Figure 1. Routed metal, one colour a layer.
Drawn at 1 px/µm. Two of the layers only.
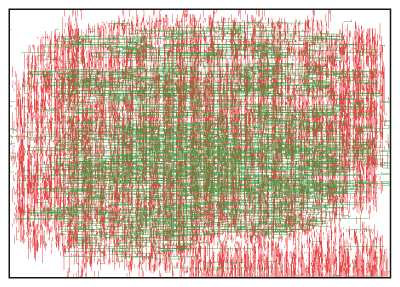
Figure 2. Pin placement.
Drawn at 1 px/µm. Pins as bars across the die edge, other pins in grey.
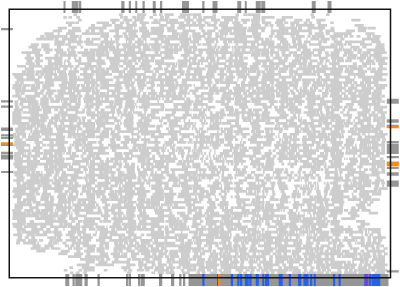
Figure 3. Port wiring.
Drawn at 1 px/µm.
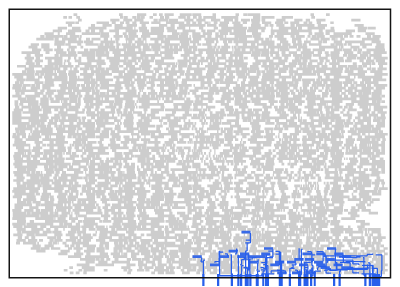
Figure 4. Cell outlines without signal wires.
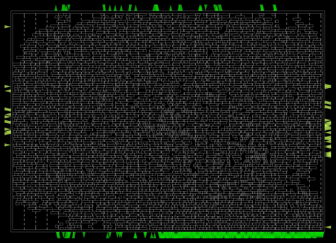
==> config.mk <==
export PLATFORM = sky130hd
export DESIGN_NAME = int_regfile_param_flat
export DESIGN_NICKNAME = d
export VERILOG_FILES = /design/src/rtl/int_regfile_param_if.sv /design/src/rtl/int_regfile_param.sv /design/src/flat_wrapper.sv
export SDC_FILE = /design/constraint.sdc
export NUM_CORES = 2
export LEC_CHECK = 0
export CAP_MARGIN = 5
export CORE_ASPECT_RATIO = 0.7
export CORE_MARGIN = 2
export CORE_UTILIZATION = 60
export DETAILED_ROUTE_END_ITERATION = 10
export GPL_TIMING_DRIVEN = 0
export PLACE_DENSITY = 0.78
export SKIP_LAST_GASP = 1
export SYNTH_ARGS = -nofsm -noshare
export SYNTH_HDL_FRONTEND = slang
export SYNTH_SLANG_ARGS = --single-unit
==> constraint.sdc <==
create_clock -name clk_i -period 10.4 [get_ports clk_i]
set_clock_uncertainty 0.15 [all_clocks]
set_input_delay 3.12 -clock clk_i [delete_from_list [all_inputs] [get_ports clk_i]]
set_output_delay 3.12 -clock clk_i [all_outputs]
set_load 0.01 [all_outputs]
==> src/rtl/int_regfile_param_if.sv <==
// ---------------------------------------------------------------------------
// int_regfile_param_if
// Bundles the register-file bus: two read ports, the writeback port, the
// scoreboard issue port and the trap/mret control with its captured CSRs.
//   master : the pipeline side (drives addresses, writeback, issue, trap)
//   slave  : the register file itself
// Clock and reset are not part of this bundle; they stay plain module ports.
// ---------------------------------------------------------------------------
interface int_regfile_param_if #(
    parameter int DATA_W = 32,
    parameter int ADDR_W = 5
);
    // read ports
    logic [ADDR_W-1:0] read_addr_a_i;
    logic [ADDR_W-1:0] read_addr_b_i;
    logic [DATA_W-1:0] read_data_a_o;
    logic [DATA_W-1:0] read_data_b_o;
    // writeback
    logic              write_enable_i;
    logic [ADDR_W-1:0] write_addr_i;
    logic [DATA_W-1:0] write_data_i;
    // scoreboard
    logic              issue_valid_i;
    logic [ADDR_W-1:0] issue_addr_i;
    logic              busy_a_o;
    logic              busy_b_o;
    // trap control
    logic              trap_i;
    logic [DATA_W-1:0] trap_pc_i;
    logic [DATA_W-1:0] trap_cause_i;
    logic [DATA_W-1:0] trap_val_i;
    logic              mret_i;
    logic [DATA_W-1:0] mepc_o;
    logic [DATA_W-1:0] mcause_o;
    logic [DATA_W-1:0] mtval_o;
    logic              trap_active_o;
    logic              double_fault_o;

    modport master (
        output read_addr_a_i, read_addr_b_i,
        input  read_data_a_o, read_data_b_o,
        output write_enable_i, write_addr_i, write_data_i,
        output issue_valid_i, issue_addr_i,
        input  busy_a_o, busy_b_o,
        output trap_i, trap_pc_i, trap_cause_i, trap_val_i, mret_i,
        input  mepc_o, mcause_o, mtval_o, trap_active_o, double_fault_o
    );

    modport slave (
        input  read_addr_a_i, read_addr_b_i,
        output read_data_a_o, read_data_b_o,
        input  write_enable_i, write_addr_i, write_data_i,
        input  issue_valid_i, issue_addr_i,
        output busy_a_o, busy_b_o,
        input  trap_i, trap_pc_i, trap_cause_i, trap_val_i, mret_i,
        output mepc_o, mcause_o, mtval_o, trap_active_o, double_fault_o
    );
endinterface

==> src/rtl/int_regfile_param.sv <==
// ---------------------------------------------------------------------------
// int_regfile_param
// Integer register file with two combinational read ports, write-through
// bypass, a per-register pending scoreboard and a two-state trap FSM that
// captures mepc/mcause/mtval.
// Ports:
//   clk_i  : clock, rising edge
//   rsn_i  : asynchronous active-low reset
//   rf     : int_regfile_param_if.slave (read/write/issue/trap bus)
// Parameters:
//   DATA_W   : register and trap-data width
//   ADDR_W   : register address width (depth 2^ADDR_W)
//   ZERO_REG : 1 -> register 0 is hardwired to zero, never pending
// ---------------------------------------------------------------------------
module int_regfile_param #(
    parameter int DATA_W   = 32,
    parameter int ADDR_W   = 5,
    parameter int ZERO_REG = 1
) (
    input  logic                 clk_i,
    input  logic                 rsn_i,
    int_regfile_param_if.slave   rf
);
    localparam int DEPTH = 1 << ADDR_W;

    typedef enum logic {IDLE = 1'b0, TRAP = 1'b1} state_t;

    state_t            state_reg;
    logic [DATA_W-1:0] mepc_reg;
    logic [DATA_W-1:0] mcause_reg;
    logic [DATA_W-1:0] mtval_reg;
    logic              trap_active_reg;
    logic              double_fault_reg;

    logic [DATA_W-1:0] reg_array [DEPTH];
    logic [DEPTH-1:0]  pending;

    // Inputs are ignored while reset is held, which also keeps the bypass
    // path from leaking write data onto the read ports during reset.
    logic wr_valid;
    logic trap_take;
    assign wr_valid  = rf.write_enable_i & rsn_i;
    // Taking a trap flushes the scoreboard and drops a same-cycle issue.
    assign trap_take = (state_reg == IDLE) & rf.trap_i;

    // -----------------------------------------------------------------------
    // Storage and scoreboard, one slice per register
    // -----------------------------------------------------------------------
    generate
        for (genvar gi = 0; gi < DEPTH; gi++) begin : g_reg
            localparam bit IS_ZERO = (ZERO_REG != 0) && (gi == 0);

            logic [DATA_W-1:0] word_reg;
            logic              pend_reg;
            logic              wr_hit;
            logic              iss_hit;

            assign wr_hit  = rf.write_enable_i && (rf.write_addr_i == ADDR_W'(gi)) && !IS_ZERO;
            assign iss_hit = rf.issue_valid_i  && (rf.issue_addr_i == ADDR_W'(gi)) && !IS_ZERO;

            always_ff @(posedge clk_i or negedge rsn_i) begin
                if (!rsn_i) begin
                    word_reg <= '0;
                    pend_reg <= 1'b0;
                end else begin
                    // writes land even in the cycle a trap is taken
                    if (wr_hit)
                        word_reg <= rf.write_data_i;
                    // set beats clear: a same-cycle new producer stays pending
                    if (trap_take)
                        pend_reg <= 1'b0;
                    else if (iss_hit)
                        pend_reg <= 1'b1;
                    else if (wr_hit)
                        pend_reg <= 1'b0;
                end
            end

            assign reg_array[gi] = word_reg;
            assign pending[gi]   = pend_reg;
        end
    endgenerate

    // -----------------------------------------------------------------------
    // Read ports with write-through bypass
    // -----------------------------------------------------------------------
    logic a_is_zero, b_is_zero, a_bypass, b_bypass;
    assign a_is_zero = (ZERO_REG != 0) && (rf.read_addr_a_i == '0);
    assign b_is_zero = (ZERO_REG != 0) && (rf.read_addr_b_i == '0);
    assign a_bypass  = wr_valid && (rf.write_addr_i == rf.read_addr_a_i);
    assign b_bypass  = wr_valid && (rf.write_addr_i == rf.read_addr_b_i);

    assign rf.read_data_a_o = a_is_zero ? '0 :
                              a_bypass  ? rf.write_data_i : reg_array[rf.read_addr_a_i];
    assign rf.read_data_b_o = b_is_zero ? '0 :
                              b_bypass  ? rf.write_data_i : reg_array[rf.read_addr_b_i];

    // A bypassed operand is available now, so it is not busy.
    assign rf.busy_a_o = pending[rf.read_addr_a_i] & ~a_bypass;
    assign rf.busy_b_o = pending[rf.read_addr_b_i] & ~b_bypass;

    // -----------------------------------------------------------------------
    // Trap FSM with registered outputs
    // -----------------------------------------------------------------------
    always_ff @(posedge clk_i or negedge rsn_i) begin
        if (!rsn_i) begin
            state_reg        <= IDLE;
            mepc_reg         <= '0;
            mcause_reg       <= '0;
            mtval_reg        <= '0;
            trap_active_reg  <= 1'b0;
            double_fault_reg <= 1'b0;
        end else begin
            case (state_reg)
                IDLE: begin
                    // mret here has nothing to return from
                    if (rf.trap_i) begin
                        state_reg       <= TRAP;
                        trap_active_reg <= 1'b1;
                        mepc_reg        <= rf.trap_pc_i;
                        mcause_reg      <= rf.trap_cause_i;
                        mtval_reg       <= rf.trap_val_i;
                    end
                end
                TRAP: begin
                    // a nested trap wins over mret and keeps the first capture
                    if (rf.trap_i) begin
                        double_fault_reg <= 1'b1;
                    end else if (rf.mret_i) begin
                        state_reg       <= IDLE;
                        trap_active_reg <= 1'b0;
                    end
                end
                default: begin
                    state_reg       <= IDLE;
                    trap_active_reg <= 1'b0;
                end
            endcase
        end
    end

    assign rf.mepc_o         = mepc_reg;
    assign rf.mcause_o       = mcause_reg;
    assign rf.mtval_o        = mtval_reg;
    assign rf.trap_active_o  = trap_active_reg;
    assign rf.double_fault_o = double_fault_reg;

endmodule

==> src/flat_wrapper.sv <==
// flat-port wrapper written by rule: the top's interface ports become plain ports
module int_regfile_param_flat 
#(
    parameter int DATA_W   = 32,
    parameter int ADDR_W   = 5,
    parameter int ZERO_REG = 1
)
  (clk_i, rsn_i, rf_read_addr_a_i, rf_read_addr_b_i, rf_read_data_a_o, rf_read_data_b_o, rf_write_enable_i, rf_write_addr_i, rf_write_data_i, rf_issue_valid_i, rf_issue_addr_i, rf_busy_a_o, rf_busy_b_o, rf_trap_i, rf_trap_pc_i, rf_trap_cause_i, rf_trap_val_i, rf_mret_i, rf_mepc_o, rf_mcause_o, rf_mtval_o, rf_trap_active_o, rf_double_fault_o);
  int_regfile_param_if #(.DATA_W(DATA_W), .ADDR_W(ADDR_W)) rf_i ();
  input  logic clk_i;
  input  logic rsn_i;
  input wire logic [$bits(rf_i.read_addr_a_i)-1:0] rf_read_addr_a_i;
  input wire logic [$bits(rf_i.read_addr_b_i)-1:0] rf_read_addr_b_i;
  output wire logic [$bits(rf_i.read_data_a_o)-1:0] rf_read_data_a_o;
  output wire logic [$bits(rf_i.read_data_b_o)-1:0] rf_read_data_b_o;
  input wire logic [$bits(rf_i.write_enable_i)-1:0] rf_write_enable_i;
  input wire logic [$bits(rf_i.write_addr_i)-1:0] rf_write_addr_i;
  input wire logic [$bits(rf_i.write_data_i)-1:0] rf_write_data_i;
  input wire logic [$bits(rf_i.issue_valid_i)-1:0] rf_issue_valid_i;
  input wire logic [$bits(rf_i.issue_addr_i)-1:0] rf_issue_addr_i;
  output wire logic [$bits(rf_i.busy_a_o)-1:0] rf_busy_a_o;
  output wire logic [$bits(rf_i.busy_b_o)-1:0] rf_busy_b_o;
  input wire logic [$bits(rf_i.trap_i)-1:0] rf_trap_i;
  input wire logic [$bits(rf_i.trap_pc_i)-1:0] rf_trap_pc_i;
  input wire logic [$bits(rf_i.trap_cause_i)-1:0] rf_trap_cause_i;
  input wire logic [$bits(rf_i.trap_val_i)-1:0] rf_trap_val_i;
  input wire logic [$bits(rf_i.mret_i)-1:0] rf_mret_i;
  output wire logic [$bits(rf_i.mepc_o)-1:0] rf_mepc_o;
  output wire logic [$bits(rf_i.mcause_o)-1:0] rf_mcause_o;
  output wire logic [$bits(rf_i.mtval_o)-1:0] rf_mtval_o;
  output wire logic [$bits(rf_i.trap_active_o)-1:0] rf_trap_active_o;
  output wire logic [$bits(rf_i.double_fault_o)-1:0] rf_double_fault_o;
  assign rf_i.read_addr_a_i = rf_read_addr_a_i;
  assign rf_i.read_addr_b_i = rf_read_addr_b_i;
  assign rf_read_data_a_o = rf_i.read_data_a_o;
  assign rf_read_data_b_o = rf_i.read_data_b_o;
  assign rf_i.write_enable_i = rf_write_enable_i;
  assign rf_i.write_addr_i = rf_write_addr_i;
  assign rf_i.write_data_i = rf_write_data_i;
  assign rf_i.issue_valid_i = rf_issue_valid_i;
  assign rf_i.issue_addr_i = rf_issue_addr_i;
  assign rf_busy_a_o = rf_i.busy_a_o;
  assign rf_busy_b_o = rf_i.busy_b_o;
  assign rf_i.trap_i = rf_trap_i;
  assign rf_i.trap_pc_i = rf_trap_pc_i;
  assign rf_i.trap_cause_i = rf_trap_cause_i;
  assign rf_i.trap_val_i = rf_trap_val_i;
  assign rf_i.mret_i = rf_mret_i;
  assign rf_mepc_o = rf_i.mepc_o;
  assign rf_mcause_o = rf_i.mcause_o;
  assign rf_mtval_o = rf_i.mtval_o;
  assign rf_trap_active_o = rf_i.trap_active_o;
  assign rf_double_fault_o = rf_i.double_fault_o;
  int_regfile_param #(.DATA_W(DATA_W), .ADDR_W(ADDR_W), .ZERO_REG(ZERO_REG)) u_core (.clk_i(clk_i), .rsn_i(rsn_i), .rf(rf_i));
endmodule
==> reports/qor.rpt <==
======================================================================================
Cells along the critical path                                             clkbuf_1 -> clkbuf_1 -> clkbuf_1 -> clkbuf_1 -> a21oi_1 -> o21ai_0 -> clkdlybuf4s50_1
Commonest cells in the netlist                                            mux2_2 (1,204), dfrtp_1 (1,122), mux4_2 (460)
First-pass GRT wire length                                                  337,200 µm
WP data arrival                                                                7.50 ns
Critical-path top delay cell                                                  clkbuf_1
Detailed-router iteration count before antenna repair                                8
CP Capture Point                                                          rf_read_data_a_o[1]
Flip-flops with a built-in enable                                                    0
Critical Path Fanout Max                                                            10
Final core utilization                                                          0.6954
Final Slew Violations                                                               45
Weighted congestion reported at the end of routability-driven placement          1.047
Post-synth area hogs                                                      dfrtp_1 (47%), mux2_2 (23%), mux4_2 (17%), mux2i_1 (1.3%), clkbuf_1 (1.2%)
Achievable frequency                                                         92.87 MHz
Power per cell area                                                       192.1 nW/µm²
Setup repair after global routing missed its margin                               true
Starting DRT DRC Count                                                           7,386
Maximum buffer depth of the clock tree                                               3
Critical path endpoint category                                           primary output
Area reported by Yosys stat                                                 59,320 µm²
Sum of net half-perimeters after detailed placement                         163,300 µm
Type of the most critical hold path                                       flip-flop to flip-flop
Total Die Area                                                             101,400 µm²
Worst R2R Start                                                           u_core.state_reg
Smallest setup slack after layout                                           -0.3675 ns
Initial standard-cell utilization of the core                                   0.6052
Number of setup violations in the final report                                      33
Tally of unique sky130hd cells used after synthesis                                 58
Synth Area per Inst                                                          14.95 µm²
Share of the clock period used by the worst path                                 1.035
Kind of start point of the critical path                                     input pin
Insertion delay at the late pin of the worst-skew pair                         0.75 ns
Leakage dissipation                                                           29.01 nW
Crit path buf inv count                                                              5
Critical path class                                                       input pin to primary output
Total design power                                                            13.09 mW
R2r endpoint                                                              u_core.g_reg[24].pend_reg
Area of the core                                                            98,010 µm²
Maximum capacitance violations                                                       9
Total routing usage reported by global routing                                  0.4852
Top cell family by delay on the critical path                             buffers and inverters
Flop and latch count out of synthesis                                            1,122
Number of buffers added by the clock tree synthesis step                           109
Status                                                                    finished with violations
Clock tree from TritonCTS                                                         done
Violated checks                                                           capacitance limit, slew limit, setup timing
Number of H-tree branching levels                                                    3
Number of nets in the synthesized netlist                                        4,125
======================================================================================
-- Figure 1 (at the start) --
legend:
  green:
    layer: M3
    wire_length: 45.3 mm
  red:
    layer: M2
    wire_length: 94.2 mm
wire length per cell: 42.19 µm
total detailed-routing wirelength: 245,700 µm
vias: 44,765

-- Figure 2 (at the start) --
legend:
  orange:
    port: `rf_read_addr_b_i`
    pins: 5
    direction: input
    edge: 3 right, 1 left, 1 bottom
  blue:
    port: `rf_mepc_o`
    pins: 32
    direction: output
    edge: bottom
  purple:
    port: `rf_trap_i`
    pins: 1
    direction: input
    edge: bottom
all pins by edge: 239 bottom, 38 top, 27 right, 14 left

-- Figure 3 (at the start) --
legend:
  blue:
    port: `rf_mepc_o`
    bits: 32
    direction: output
    end_cells: 32
    buffers: 32
    wire: 1,300 µm
Top-Level Pins: 318
Buffers on Ports: 309

-- Figure 4 (at the start) --
final non-filler cell total: 5,824
number of placement rows: 96
fraction of area in registers: 0.4119

==> how the worst min path moves through the flow <==
| stage | startpoint | to |
|---|---|---|
| after global routing | u_core.rf.double_fault_o | u_core.rf.double_fault_o |
| after detailed placement | u_core.rf.double_fault_o | u_core.rf.double_fault_o |
| after global placement | u_core.rf.double_fault_o | u_core.rf.double_fault_o |
| after floorplan | u_core.g_reg[28].word_reg[10] | u_core.g_reg[28].word_reg[10] |
| final | u_core.rf.double_fault_o | u_core.rf.double_fault_o |
| after CTS | u_core.rf.double_fault_o | u_core.rf.double_fault_o |
==> layer usage <==
layer  vias up  GRT usage  part of all wire
met5         -    0.02707            0.0026
met4        28     0.2816             0.075
met3      1022     0.2990              0.18
met2      4210     0.6136              0.38
met1     23236     0.6272              0.35
li1      16269          -                 -
==> cells in the final DEF (no fill, tap or decap), drive strengths merged, types with 39 or more instances in the layout <==
| cell | instances |
|---|---|
| mux2 | 1222 |
| dfrtp | 1122 |
| mux4 | 460 |
| clkbuf | 356 |
| clkdlybuf4s50 | 308 |
| buf | 251 |
| nor2 | 85 |
| mux2i | 76 |
| nand2 | 73 |
| a22oi | 60 |
| a221oi | 57 |
| nor2b | 39 |
| nor3 | 39 |
==> timing repair <==
action	4_1_cts	5_1_grt
hold buffers	0	0
setup endpoints to repair	56	33
buffers inserted	0	0
resized	8	10
==> cells by family (layout without fill, tap and decap cells) <==
| kind of cell | count (synthesis) | in the layout | synth area share |
|---|---|---|---|
| muxes | 1758 | 1758 | 0.4195 |
| adders and majority gates | 2 | 2 | 0.0004218 |
| AOI/OAI and AO/OA | 355 | 355 | 0.04723 |
| xor gates and xnor gates | 10 | 10 | 0.001476 |
| and+or+nand+nor | 291 | 291 | 0.02371 |
| DFF | 1122 | 1122 | 0.4733 |
| buffers and inverters | 431 | 952 | 0.03436 |
| other | 0 | 11 | 0 |
==> report_power, final <==
part	internal [mW]	leakage, nW	total (mW)	switching, mW
Clock	2.34	1.79	4.17	1.83
Combinational	1.74	12.9	3.08	1.34
Sequential	5.20	14.3	5.84	0.641
==> final cells by class <==
type | count | area, µm²
fill | 6811 | 29860
inverter | 3 | 11.26
timing repair buffer | 329 | 3485
clock buffer | 164 | 3247
multi-input combinational | 2416 | 29240
sequential | 1122 | 28080
clock inverter | 33 | 379.1
tap | 1323 | 1655
antenna | 11 | 27.53
buffer | 423 | 2034
==> through the flow <==
step,instances,TNS (ns),instance area (µm²),worst slack [ns],hold slack (ns)
2_1_floorplan,3969,0,59320,2.305,0.3212
3_3_place_gp,5601,-,64070,-54.26,0.3019
3_5_place_dp,5615,-9.408,64390,-0.7351,0.3132
4_1_cts,5808,0,68010,0.03948,0.3281
5_1_grt,5815,-0.09954,68130,-0.07106,0.3609
6_report,5824,-3.696,68160,-0.3675,0.3229
Power figures rest on the tool's default switching activity, not on a simulated workload.
